<file path="src/rtl/fpr_wb_pkg.sv">
// fpr_wb_pkg: shared types for the FPR writeback controller
package fpr_wb_pkg;
  typedef struct packed {
    logic [4:0]  addr;
    logic [31:0] data;
  } fpr_wb_entry_t;
  typedef enum logic [2:0] {SRC_NONE, SRC_FPU, SRC_FIFO, SRC_LSU, SRC_DIV} fpr_wb_src_e;
endpackage

</file>
<file path="src/rtl/dec_fpr_wb_ctl_if.sv">
// dec_fpr_wb_ctl_if: producer, issue and FPR write-port signals of the writeback controller
interface dec_fpr_wb_ctl_if;
  logic        fpu_wb_valid;
  logic [4:0]  fpu_wb_addr;
  logic [31:0] fpu_wb_data;
  logic        lsu_wb_valid;
  logic [4:0]  lsu_wb_addr;
  logic [31:0] lsu_wb_data;
  logic        div_wb_valid;
  logic        div_wb_ready;
  logic [4:0]  div_wb_addr;
  logic [31:0] div_wb_data;
  logic        issue_valid;
  logic [4:0]  issue_addr;
  logic        fpr_wen;
  logic [4:0]  fpr_waddr;
  logic [31:0] fpr_wd;
  logic [31:0] fpr_busy;
  logic        wb_overflow;
  modport master (
    output fpu_wb_valid, fpu_wb_addr, fpu_wb_data,
    output lsu_wb_valid, lsu_wb_addr, lsu_wb_data,
    output div_wb_valid, div_wb_addr, div_wb_data,
    output issue_valid, issue_addr,
    input  div_wb_ready, fpr_wen, fpr_waddr, fpr_wd, fpr_busy, wb_overflow
  );
  modport slave (
    input  fpu_wb_valid, fpu_wb_addr, fpu_wb_data,
    input  lsu_wb_valid, lsu_wb_addr, lsu_wb_data,
    input  div_wb_valid, div_wb_addr, div_wb_data,
    input  issue_valid, issue_addr,
    output div_wb_ready, fpr_wen, fpr_waddr, fpr_wd, fpr_busy, wb_overflow
  );
endinterface

</file>
<file path="src/rtl/fpr_wb_fifo.sv">
// fpr_wb_fifo: pending-result FIFO with two ordered push ports and one pop
module fpr_wb_fifo
  import fpr_wb_pkg::*;
#(
  parameter int DEPTH      = 4,
  parameter int DEPTH_LOG2 = 2
) (
  input  logic                  clk,
  input  logic                  rst,
  input  logic                  push0,
  input  fpr_wb_entry_t         entry0,
  input  logic                  push1,
  input  fpr_wb_entry_t         entry1,
  input  logic                  pop,
  output fpr_wb_entry_t         head,
  output logic [DEPTH_LOG2:0]   count
);
  fpr_wb_entry_t mem [DEPTH];
  logic [DEPTH_LOG2-1:0] rptr, wptr, wptr1;
  assign wptr1 = wptr + DEPTH_LOG2'(1);
  assign head  = mem[rptr];
  always_ff @(posedge clk) begin
    if (rst) begin
      rptr  <= '0;
      wptr  <= '0;
      count <= '0;
    end else begin
      rptr  <= rptr + DEPTH_LOG2'(pop);
      wptr  <= wptr + DEPTH_LOG2'(push0) + DEPTH_LOG2'(push1);
      count <= count + (DEPTH_LOG2+1)'(push0) + (DEPTH_LOG2+1)'(push1) - (DEPTH_LOG2+1)'(pop);
    end
  end
  // port 1 lands behind port 0 when both push in the same cycle
  always_ff @(posedge clk) begin
    if (!rst && push0) mem[wptr] <= entry0;
    if (!rst && push1) mem[push0 ? wptr1 : wptr] <= entry1;
  end
endmodule

</file>
<file path="src/rtl/dec_fpr_wb_ctl.sv">
// dec_fpr_wb_ctl: merges FPU, load and div/sqrt results onto one FPR write port with a busy scoreboard
module dec_fpr_wb_ctl
  import fpr_wb_pkg::*;
#(
  parameter int DEPTH      = 4,
  parameter int DEPTH_LOG2 = 2
) (
  input logic             clk,
  input logic             rst,
  dec_fpr_wb_ctl_if.slave bus
);
  logic [DEPTH_LOG2:0] count;
  fpr_wb_entry_t       head, lsu_entry, div_entry;
  fpr_wb_src_e         src;
  logic                full, pop, div_acc, lsu_lose, lsu_drop, lsu_push, div_push;
  logic [4:0]          win_addr;
  logic [31:0]         win_data, busy_set, busy_clr;
  assign lsu_entry = '{addr: bus.lsu_wb_addr, data: bus.lsu_wb_data};
  assign div_entry = '{addr: bus.div_wb_addr, data: bus.div_wb_data};
  // leaving two free slots guarantees an LSU and a div result can both be buffered
  assign bus.div_wb_ready = count <= (DEPTH_LOG2+1)'(DEPTH - 2);
  assign full = count == (DEPTH_LOG2+1)'(DEPTH);
  always_comb begin
    div_acc  = bus.div_wb_valid & bus.div_wb_ready;
    src      = bus.fpu_wb_valid ? SRC_FPU  :
               count != '0      ? SRC_FIFO :
               bus.lsu_wb_valid ? SRC_LSU  :
               div_acc          ? SRC_DIV  : SRC_NONE;
    pop      = src == SRC_FIFO;
    lsu_lose = bus.lsu_wb_valid & (src != SRC_LSU);
    lsu_drop = lsu_lose & full & ~pop;
    lsu_push = lsu_lose & ~lsu_drop;
    div_push = div_acc & (src != SRC_DIV);
    win_addr = src == SRC_FPU  ? bus.fpu_wb_addr :
               src == SRC_FIFO ? head.addr       :
               src == SRC_LSU  ? bus.lsu_wb_addr : bus.div_wb_addr;
    win_data = src == SRC_FPU  ? bus.fpu_wb_data :
               src == SRC_FIFO ? head.data       :
               src == SRC_LSU  ? bus.lsu_wb_data : bus.div_wb_data;
    busy_clr = bus.fpr_wen ? 32'(1) << bus.fpr_waddr : '0;
    busy_set = bus.issue_valid ? 32'(1) << bus.issue_addr : '0;
  end
  fpr_wb_fifo #(.DEPTH(DEPTH), .DEPTH_LOG2(DEPTH_LOG2)) u_fifo (
    .clk    (clk),
    .rst    (rst),
    .push0  (lsu_push),
    .entry0 (lsu_entry),
    .push1  (div_push),
    .entry1 (div_entry),
    .pop    (pop),
    .head   (head),
    .count  (count)
  );
  always_ff @(posedge clk) begin
    if (rst) begin
      bus.fpr_wen     <= 1'b0;
      bus.fpr_waddr   <= '0;
      bus.fpr_wd      <= '0;
      bus.fpr_busy    <= '0;
      bus.wb_overflow <= 1'b0;
    end else begin
      bus.fpr_wen  <= src != SRC_NONE;
      bus.fpr_busy <= (bus.fpr_busy & ~busy_clr) | busy_set;
      if (src != SRC_NONE) begin
        bus.fpr_waddr <= win_addr;
        bus.fpr_wd    <= win_data;
      end
      if (lsu_drop) bus.wb_overflow <= 1'b1;
    end
  end
endmodule

</file>
<file path="src/flat_wrapper.sv">
// flat-port wrapper written by rule: the top's interface ports become plain ports
module dec_fpr_wb_ctl_flat import fpr_wb_pkg::*;
#(
  parameter int DEPTH      = 4,
  parameter int DEPTH_LOG2 = 2
)
  (clk, rst, bus_fpu_wb_valid, bus_fpu_wb_addr, bus_fpu_wb_data, bus_lsu_wb_valid, bus_lsu_wb_addr, bus_lsu_wb_data, bus_div_wb_valid, bus_div_wb_addr, bus_div_wb_data, bus_issue_valid, bus_issue_addr, bus_div_wb_ready, bus_fpr_wen, bus_fpr_waddr, bus_fpr_wd, bus_fpr_busy, bus_wb_overflow);
  dec_fpr_wb_ctl_if bus_i ();
  input logic clk;
  input logic rst;
  input wire logic [$bits(bus_i.fpu_wb_valid)-1:0] bus_fpu_wb_valid;
  input wire logic [$bits(bus_i.fpu_wb_addr)-1:0] bus_fpu_wb_addr;
  input wire logic [$bits(bus_i.fpu_wb_data)-1:0] bus_fpu_wb_data;
  input wire logic [$bits(bus_i.lsu_wb_valid)-1:0] bus_lsu_wb_valid;
  input wire logic [$bits(bus_i.lsu_wb_addr)-1:0] bus_lsu_wb_addr;
  input wire logic [$bits(bus_i.lsu_wb_data)-1:0] bus_lsu_wb_data;
  input wire logic [$bits(bus_i.div_wb_valid)-1:0] bus_div_wb_valid;
  input wire logic [$bits(bus_i.div_wb_addr)-1:0] bus_div_wb_addr;
  input wire logic [$bits(bus_i.div_wb_data)-1:0] bus_div_wb_data;
  input wire logic [$bits(bus_i.issue_valid)-1:0] bus_issue_valid;
  input wire logic [$bits(bus_i.issue_addr)-1:0] bus_issue_addr;
  output wire logic [$bits(bus_i.div_wb_ready)-1:0] bus_div_wb_ready;
  output wire logic [$bits(bus_i.fpr_wen)-1:0] bus_fpr_wen;
  output wire logic [$bits(bus_i.fpr_waddr)-1:0] bus_fpr_waddr;
  output wire logic [$bits(bus_i.fpr_wd)-1:0] bus_fpr_wd;
  output wire logic [$bits(bus_i.fpr_busy)-1:0] bus_fpr_busy;
  output wire logic [$bits(bus_i.wb_overflow)-1:0] bus_wb_overflow;
  assign bus_i.fpu_wb_valid = bus_fpu_wb_valid;
  assign bus_i.fpu_wb_addr = bus_fpu_wb_addr;
  assign bus_i.fpu_wb_data = bus_fpu_wb_data;
  assign bus_i.lsu_wb_valid = bus_lsu_wb_valid;
  assign bus_i.lsu_wb_addr = bus_lsu_wb_addr;
  assign bus_i.lsu_wb_data = bus_lsu_wb_data;
  assign bus_i.div_wb_valid = bus_div_wb_valid;
  assign bus_i.div_wb_addr = bus_div_wb_addr;
  assign bus_i.div_wb_data = bus_div_wb_data;
  assign bus_i.issue_valid = bus_issue_valid;
  assign bus_i.issue_addr = bus_issue_addr;
  assign bus_div_wb_ready = bus_i.div_wb_ready;
  assign bus_fpr_wen = bus_i.fpr_wen;
  assign bus_fpr_waddr = bus_i.fpr_waddr;
  assign bus_fpr_wd = bus_i.fpr_wd;
  assign bus_fpr_busy = bus_i.fpr_busy;
  assign bus_wb_overflow = bus_i.wb_overflow;
  dec_fpr_wb_ctl #(.DEPTH(DEPTH), .DEPTH_LOG2(DEPTH_LOG2)) u_core (.clk(clk), .rst(rst), .bus(bus_i));
endmodule
</file>
<file path="config.mk">
export PLATFORM = sky130hd
export DESIGN_NAME = dec_fpr_wb_ctl_flat
export DESIGN_NICKNAME = d
export VERILOG_FILES = /design/src/rtl/fpr_wb_pkg.sv /design/src/rtl/dec_fpr_wb_ctl_if.sv /design/src/rtl/fpr_wb_fifo.sv /design/src/rtl/dec_fpr_wb_ctl.sv /design/src/flat_wrapper.sv
export SDC_FILE = /design/constraint.sdc
export NUM_CORES = 1
export LEC_CHECK = 0
export ABC_AREA = 1
export CAP_MARGIN = 20
export CORE_UTILIZATION = 49
export DETAILED_ROUTE_END_ITERATION = 12
export GPL_TIMING_DRIVEN = 0
export PLACE_DENSITY = 0.78
export SLEW_MARGIN = 40
export SYNTH_ARGS = -nofsm -noshare
export SYNTH_HDL_FRONTEND = slang
export SYNTH_SLANG_ARGS = --single-unit
</file>
<file path="constraint.sdc">
create_clock -name clk -period 2.6 [get_ports clk]
set_clock_uncertainty 0.15 [all_clocks]
set_input_delay 0.52 -clock clk [delete_from_list [all_inputs] [get_ports clk]]
set_output_delay 0.52 -clock clk [all_outputs]
set_load 0.1 [all_outputs]
</file>
==> flow_metrics.tcl, run 1 <==
# implementation run metrics
set metrics [dict create \
    status "finished clean" \
    gpl.final_weighted_congestion 0.946 \
    routedWlPerCell_um 22.0 \
    syn_avg_cell_area_um2 7.91 \
    met3_length_um 7200 \
    layout.clock_buffers 26 \
    synth_sequential_area_ratio 0.490 \
    antenna_violations_before_repair 0 \
    cts_made_buffers 25 \
    clock_tree.htree_level_count 1 \
    yosys_area_um2 12300 \
    dominant-cell-class "sequential cells" \
    setup.worst_path.end_class "register" \
    drt_iter0_drc 2096 \
    setup-tns-final_ns 0 \
    dp_hpwl_um 30500 \
    timing.critical_path.from_type "input port" \
    drc_errors 0 \
    buf_share 0.148 \
    cp.required_ns 2.64 \
    post-route-min-period_ns 2.58 \
    tritoncts "built" \
    cts-hold-fix-buffers 0 \
    gr-usage-met1 0.447 \
    slew_headroom 0.449 \
    detailroute.via_count 13100 \
    design.portCount 194 \
    synth-cells-yosys 1548 \
    synthCells 1548 \
    synth_nets 1680 \
    mappedNetlistArea_um2 12300 \
    critical_path.endpoint "u_core.u_fifo.mem[3][15]$_DFFE_PP_" \
    detailedPlace.worstSlack_ns -0.933 \
    bufs_on_longest_clock_path 3 \
    final_critical_path_setup_slack_ns 0.0214 \
    synth_flops 226 \
    total_power_mw 15.5 \
    area.growth.synth_to_final_pct 24.5 \
    drive_gt1_frac 0.120 \
    r2r-start "u_core.u_fifo.count[0]$_SDFF_PP0_" \
    postLayoutCellArea_um2 15300 \
    layout.sequential_cells 226 \
    critical_path.startpoint "bus_fpu_wb_valid" \
    grt_start_max_net_pins 38 \
    n_antenna_cell 0 \
    n_multi_input_combinational_cell 1165 \
    final_cell_mix "sky130_fd_sc_hd__nand2_1, sky130_fd_sc_hd__nand4_1, sky130_fd_sc_hd__edfxtp_1" \
    drt_first_pass_iters 7 \
    ant_nets 0 \
    max_freq_ghz 0.388 \
    postRouteWirelength_um 46400 \
    placed_cells 2061 \
    taps 324 \
    critical_path.reg2reg.endpoint "u_core.u_fifo.mem[3][15]$_DFFE_PP_" \
    worst_ep_arrival_time_ns 2.62 \
    worstPathMaxFanout 18 \
    met2_length_um 20500 \
    maximum_vdd_drop_uv 611 \
    yosys_warnings 0 \
    reg2reg_setup_slack_ns 0.05 \
    top_usage_layer "met2" \
    placement_rows 57 \
    lay_top_count "sky130_fd_sc_hd__nand2_1" \
]
==> run 1: cells by family (layout without fill, tap and decap cells) <==
family,after synthesis,count (layout),share of synthesized area
AOI/OAI and AO/OA,214,214,0.0948
xor gates and xnor gates,2,2,0.00143
adders and majority gates,10,10,0.0121
buffers and inverters,161,395,0.0659
DFF,226,226,0.490
muxes,8,8,0.00654
and+or+nand+nor,927,931,0.329
==> run 1: power breakdown <==
part | total (mW) | internal, mW | switching, mW
Combinational | 6.98 | 1.61 | 5.37
Sequential | 4.71 | 4.49 | 0.212
Clock | 3.80 | 2.26 | 1.54
==> run 1: what timing repair did <==
action                     in CTS  in global routing
hold endpoints to repair        0                  0
pin swaps                       0                  5
setup endpoints to repair     150                153
gates cloned                    0                  4
buffers inserted                0                  1
gates resized                   9                 15
==> run 1: critical path, stage by stage <==
cell and delay, ns:
sky130_fd_sc_hd__clkdlybuf4s50_1 0.54, sky130_fd_sc_hd__inv_1 0.11, sky130_fd_sc_hd__nand4_1 0.14, sky130_fd_sc_hd__nand3_2 0.17, sky130_fd_sc_hd__nor2_4 0.26, sky130_fd_sc_hd__nand3_1 0.14, sky130_fd_sc_hd__buf_4 0.23, sky130_fd_sc_hd__buf_6 0.19
sky130_fd_sc_hd__nand2_4 0.31
==> run 1: synthesized netlist by cell type <==
cell	count	share of area
sky130_fd_sc_hd__edfxtp_1	148	0.36
sky130_fd_sc_hd__nand4_1	154	0.079
sky130_fd_sc_hd__o21a_1	9	0.0055
sky130_fd_sc_hd__o211ai_1	27	0.017
sky130_fd_sc_hd__buf_2	42	0.017
sky130_fd_sc_hd__buf_1	12	0.0037
sky130_fd_sc_hd__nor4_1	4	0.0020
sky130_fd_sc_hd__xnor2_1	1	0.00071
sky130_fd_sc_hd__a21oi_1	72	0.029
sky130_fd_sc_hd__ha_1	7	0.0071
sky130_fd_sc_hd__fa_1	3	0.0049
sky130_fd_sc_hd__xor2_1	1	0.00071
sky130_fd_sc_hd__nand3_2	2	0.0016
sky130_fd_sc_hd__clkbuf_1	44	0.013
sky130_fd_sc_hd__nand3b_1	1	0.00061
sky130_fd_sc_hd__inv_1	27	0.0083
sky130_fd_sc_hd__buf_6	8	0.0074
sky130_fd_sc_hd__clkinv_1	1	0.00031
sky130_fd_sc_hd__mux2i_1	8	0.0065
sky130_fd_sc_hd__buf_4	24	0.015
sky130_fd_sc_hd__dfxtp_1	78	0.13
sky130_fd_sc_hd__nor2_1	104	0.032
sky130_fd_sc_hd__inv_2	3	0.00092
sky130_fd_sc_hd__nor2_4	2	0.0018
sky130_fd_sc_hd__nand2_1	559	0.17
sky130_fd_sc_hd__o21ai_0	106	0.043
sky130_fd_sc_hd__nor3_1	4	0.0016
sky130_fd_sc_hd__nand3_1	97	0.040
==> run 1: state kept, by name, summed over array words and instances (netlist names) <==
name,cells
u_core.bus.fpr_busy,32
u_core.bus.fpr_waddr,5
u_core.bus.fpr_wd,32
u_core.bus.fpr_wen,1
u_core.bus.wb_overflow,1
u_core.u_fifo.count,3
u_core.u_fifo.mem,148
u_core.u_fifo.rptr,2
u_core.u_fifo.wptr,2
Fig. 1: run 1, layout detail
Region (15, 95) to (65, 145) um. Cells in grey, sequential cells in the stronger grey; small squares are vias.
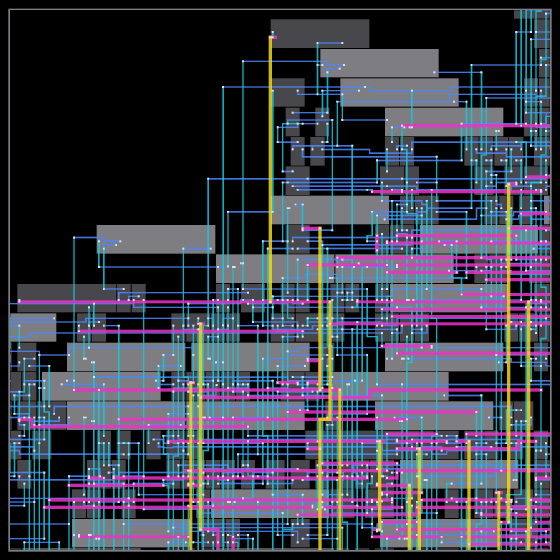
| layer | colour |
|---|---|
| M3 | magenta |
| M4 | yellow |
| M2 | cyan |
| M1 | blue |
netlist names of flops here include: `u_core.u_fifo.mem` (21), `u_core.bus.fpr_wd` (1)
cells with their middle in the window: 146
sequential cells in the window: 22
most frequent: nand2_1 (72), nand4_1 (21), edfxtp_1 (21)

Fig. 2: run 1, supply network
Pins as bars on the die edge.
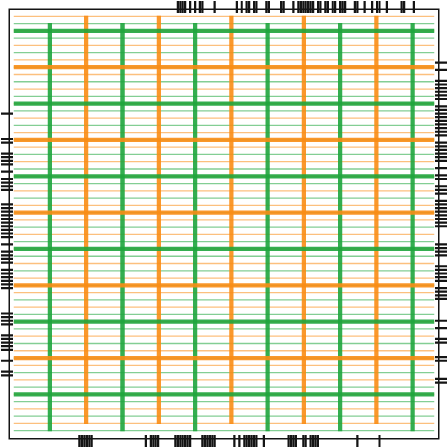
| net | colour |
|---|---|
| VSS | green |
| VDD | orange |
rows: 57
signal pins: 194
met5 straps: 11
met4 straps: 11
met1 rails: 58
Placeable Area: 24400 um2
Horiz. Die Dim: 160 um

Fig. 3: run 1, sequential cells coloured by netlist name
Other sequential cells in the stronger grey, the rest of the logic in the fainter grey.
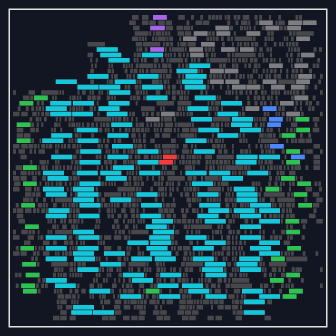
| netlist name | colour | flops |
|---|---|---|
| `u_core.u_fifo.rptr` | red | 2 |
| `u_core.u_fifo.count` | purple | 3 |
| `u_core.u_fifo.mem` | cyan | 148 |
| `u_core.bus.fpr_waddr` | blue | 5 |
| `u_core.bus.fpr_wd` | green | 32 |
not coloured: 36
Reg area: 6010 um2
fraction of area in registers: 0.394
Seq. pwr: 4.71 mW
end-of-flow core utilization: 0.625

==> run 1 -> run 2 <==
--- a/config.mk
+++ b/config.mk
@@ -7,10 +7,10 @@
 export LEC_CHECK = 0
 export ABC_AREA = 1
 export CAP_MARGIN = 20
-export CORE_UTILIZATION = 49
+export CORE_UTILIZATION = 58
 export DETAILED_ROUTE_END_ITERATION = 12
-export GPL_TIMING_DRIVEN = 0
-export PLACE_DENSITY = 0.78
+export DONT_BUFFER_PORTS = 1
+export PLACE_DENSITY = 0.77
 export SLEW_MARGIN = 40
 export SYNTH_ARGS = -nofsm -noshare
 export SYNTH_HDL_FRONTEND = slang
Fig. 4: run 2, layout detail
Region (12, 86) to (62, 136) um. Cells in grey, sequential cells in the stronger grey; small squares are vias.
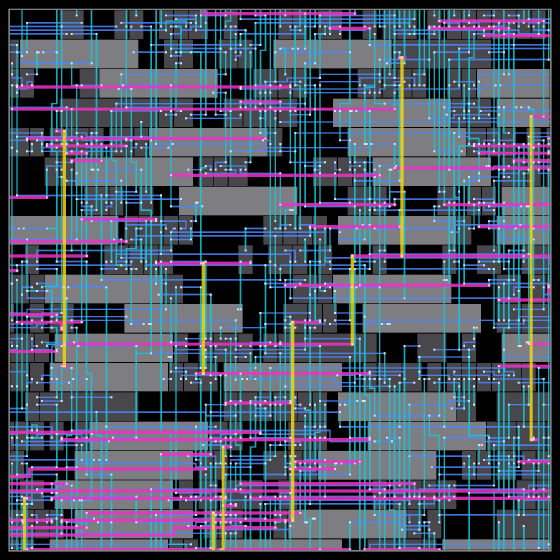
| layer | colour |
|---|---|
| M1 | blue |
| M4 | yellow |
| M3 | magenta |
| M2 | cyan |
sequential cells in the window: 27
most frequent: nand2_1 (114), nand4_1 (34), edfxtp_1 (27)
cells with their middle in the window: 214
netlist names of flops here include: `u_core.u_fifo.mem` (27)

==> run 2 against run 1 <==
- first-iteration DRC count fell by 38%
- count of clock-buffer cells in the layout up 7
- power fell by 6.9%
- die size decreased by 15%
- worst setup slack better by 0.14 ns
- worst hold slack worse by 0.30 ns
- global-route usage shrank 0.64 points
- maximum frequency is 5.8% higher
- utilization increased by 5.4 points
- final cell count down 12%
- critical endpoint is now u_core.u_fifo.count[1]$_SDFF_PP0_
- highest routed layer unchanged
==> flow_metrics.tcl, run 2 <==
# implementation run metrics
set metrics [dict create \
    synth_sequential_area_ratio 0.490 \
    place.port_buffers 0 \
    synthCells 1548 \
    complex_gate_fraction_of_the_synthesized_area 0.0948 \
    dominantRegCellSynth "sky130_fd_sc_hd__edfxtp_1" \
    detailed_route_vias_per_instance 6.24 \
    ctsRootBufferMaster "sky130_fd_sc_hd__clkbuf_16" \
    holdWs_ns 0.0153 \
    p_switching_mw 6.31 \
    ant_nets 0 \
    postLayoutCellArea_um2 13900 \
    total_power_mw 14.4 \
    die_height_um 147 \
    netlist_logic_family_top "simple AND/OR/NAND/NOR gates" \
    p_seq_frac 0.325 \
    setup.worst_path.end_class "register" \
    synth_top_cell_by_area "sky130_fd_sc_hd__edfxtp_1" \
    setup.worst_path.class "register to register" \
    postRouteWirelength_um 37300 \
    setup-tns-final_ns 0 \
    num-nets-final 1706 \
    post_synth_and_or_nand_nor_area_fraction 0.329 \
    synth.top_cells.by_count "sky130_fd_sc_hd__nand2_1, sky130_fd_sc_hd__nand4_1, sky130_fd_sc_hd__edfxtp_1" \
    die-area_um2 21700 \
    critical_path.top_delay_family "adder cells" \
    detailroute.via_count 11600 \
    drv.max_cap_violation_count 0 \
    lay_top_count "sky130_fd_sc_hd__nand2_1" \
    cts_sinks 226 \
    finalSetupViolations 0 \
    asyncSetResetFlopFracSynth 0 \
    gpl.final_weighted_congestion 0.867 \
    tritoncts "built" \
    timing.final.crit_share 0.937 \
    syn_avg_cell_area_um2 7.91 \
    worst_path_most_repeated_cell "sky130_fd_sc_hd__inv_1" \
    comb_power_frac 0.425 \
    grt_usage 0.342 \
    clock_tree.htree_level_count 1 \
    synth.cellmix.xorXnorShare 0.00143 \
    placement_rows 52 \
    final_util 0.679 \
    flip_flop_count_of_the_largest_register_all_copies_and_words_added 148 \
    timing.final.hold_violations 0 \
    mappedNetlistArea_um2 12300 \
    yosys_area_um2 12300 \
    yosys_warnings 0 \
    pwr-share-clk 0.250 \
    bufs_on_longest_clock_path 3 \
    p_sw_frac 0.438 \
    cts_made_buffers 25 \
    synth-edff-count 148 \
    internal_power_mw 8.11 \
    leakage_power_summed_over_all_cells_nw 5.84 \
    status "finished clean" \
    number_of_global_route_vias_before_repair 11000 \
    slew_headroom 0.539 \
    design.core.area_um2 20500 \
    synth-cells-yosys 1548 \
    min-delay-path-class "input port to register" \
    synth.cellmix.adderShare 0.0121 \
    largest_register_by_flop_count "u_core.u_fifo.mem" \
    worstPathMaxFanout 3 \
    yosysTopAreaCellShare 0.363 \
    drive_gt1_frac 0.121 \
    synth_flops 226 \
    drc_errors 0 \
    cpMaxStageDelayCell "sky130_fd_sc_hd__fa_1" \
    globalRouteOverflowTotal 0 \
    yosys-mux-area-fraction 0.00654 \
    power-per-cell-area_nw_per_um2 1040 \
    synth_nets 1680 \
    post-route-min-period_ns 2.44 \
    tightestPinTransition_ns 0.690 \
    dp_hpwl_um 23400 \
    post_synth_main_area_contributors "sky130_fd_sc_hd__edfxtp_1, sky130_fd_sc_hd__nand2_1, sky130_fd_sc_hd__dfxtp_1" \
    synthDistinctLibCells 28 \
    die_w_um 147 \
    synthMostInstantiatedCell "sky130_fd_sc_hd__nand2_1" \
    n_antenna_cell 0 \
    reg.largest.list "u_core.u_fifo.mem (148), u_core.bus.fpr_busy (32), u_core.bus.fpr_wd (32)" \
    final_critical_path_setup_slack_ns 0.164 \
    placedInstanceArea_um2 13100 \
    worstPathBufferInverterCount 4 \
    detailedPlace.worstSlack_ns 0.123 \
    clock_latency_ns 0.53 \
    cts.clk_slew.worst_paths_ns 0.07 \
    cp_cell_sequence "inv_1 -> ha_1 -> inv_1 -> nand2_8 -> nand3_2 -> ha_1 -> fa_1 -> inv_1 -> fa_1 -> inv_1 -> nor2_1" \
    grt_pass1_wl_um 58200 \
    timing.critical_path.from_type "register" \
    worst_ep_arrival_time_ns 2.68 \
    finish.cell_count_without_fillers 1862 \
    rsz0062_at_grt "false" \
    final_cell_mix "sky130_fd_sc_hd__nand2_1, sky130_fd_sc_hd__nand4_1, sky130_fd_sc_hd__edfxtp_1" \
    design.portCount 194 \
    grt_start_max_net_pins 77 \
    core_util_floorplan 0.598 \
    placed_cells 1816 \
    maximum_vdd_drop_uv 587 \
    cp.required_ns 2.85 \
    routedWlPerCell_um 20.0 \
    tool_warnings 29 \
    max_freq_ghz 0.410 \
    drt_first_pass_iters 6 \
    drt_iter0_drc 1296 \
    slew_viol_final 0 \
    slowest_delay_ns 0.43 \
    area.growth.synth_to_final_pct 13.6 \
    antenna_violations_before_repair 1 \
]
==> run 2: cell type report <==
cell class | count | area (um2)
timing repair buffer | 129 | 1100
inverter | 31 | 116
clock buffer | 33 | 697
multi-input combinational | 1161 | 5530
tap | 270 | 338
sequential | 226 | 6010
clock inverter | 12 | 133
fill | 1652 | 6580
==> run 2: worst register-to-register path: cells and delay by family (launching register included) <==
family / cells / cell delay [ns]
flip-flops: 1 / 0.36
buffers and inverters: 4 / 0.39
adder cells (fa/ha/maj): 4 / 1.26
AND/OR/NAND/NOR: 3 / 0.17
==> run 2: power groups by stage <==
stage / combinational, mW / clock [mW] / sequential (mW)
5_1_grt: 6.51 / 3.76 / 4.73
4_1_cts: 6.01 / 3.61 / 4.68
6_report: 6.13 / 3.61 / 4.68
3_5_place_dp: 5.97 / 0 / 4.75
2_1_floorplan: 3.26 / 0 / 5.95
3_3_place_gp: 5.86 / 0 / 4.73
==> run 2: metal layers <==
layer | GRT usage | vias to the layer above | routed length, um
met5 | 0 | - | 0
li1 | - | 5395 | -
met3 | 0.0655 | 109 | 4600
met2 | 0.559 | 767 | 17600
met1 | 0.446 | 5347 | 13900
met4 | 0.140 | 0 | 1190
==> run 2: timing repair <==
item | 4_1_cts | 5_1_grt
buffers inserted | 0 | 0
resized | 0 | 2
endpoints found under the hold margin | 39 | 0
hold buffers | 1 | 0
endpoints found under the setup margin | 0 | 77
==> run 2: worst paths after layout <==
path,startpoint,to,slack [ns],cells after the start
max,u_core.u_fifo.count[1]$_SDFF_PP0_,u_core.u_fifo.count[1]$_SDFF_PP0_,0.16,11
max reg2reg,u_core.u_fifo.count[1]$_SDFF_PP0_,u_core.u_fifo.count[1]$_SDFF_PP0_,0.16,11
min,bus_lsu_wb_data[18],u_core.u_fifo.mem[3][18]$_DFFE_PP_,0.02,2
min reg2reg,u_core.bus.fpr_wd[31]$_SDFFE_PP0P_,u_core.bus.fpr_wd[31]$_SDFFE_PP0P_,0.32,2
==> run 2: cells by family after synthesis <==
family | count (synthesis)
adders and majority gates | 10
AOI/OAI and AO/OA | 214
buffers and inverters | 161
muxes | 8
xor gates and xnor gates | 2
DFF | 226
and+or+nand+nor | 927
Power and IR drop assume default switching activity.
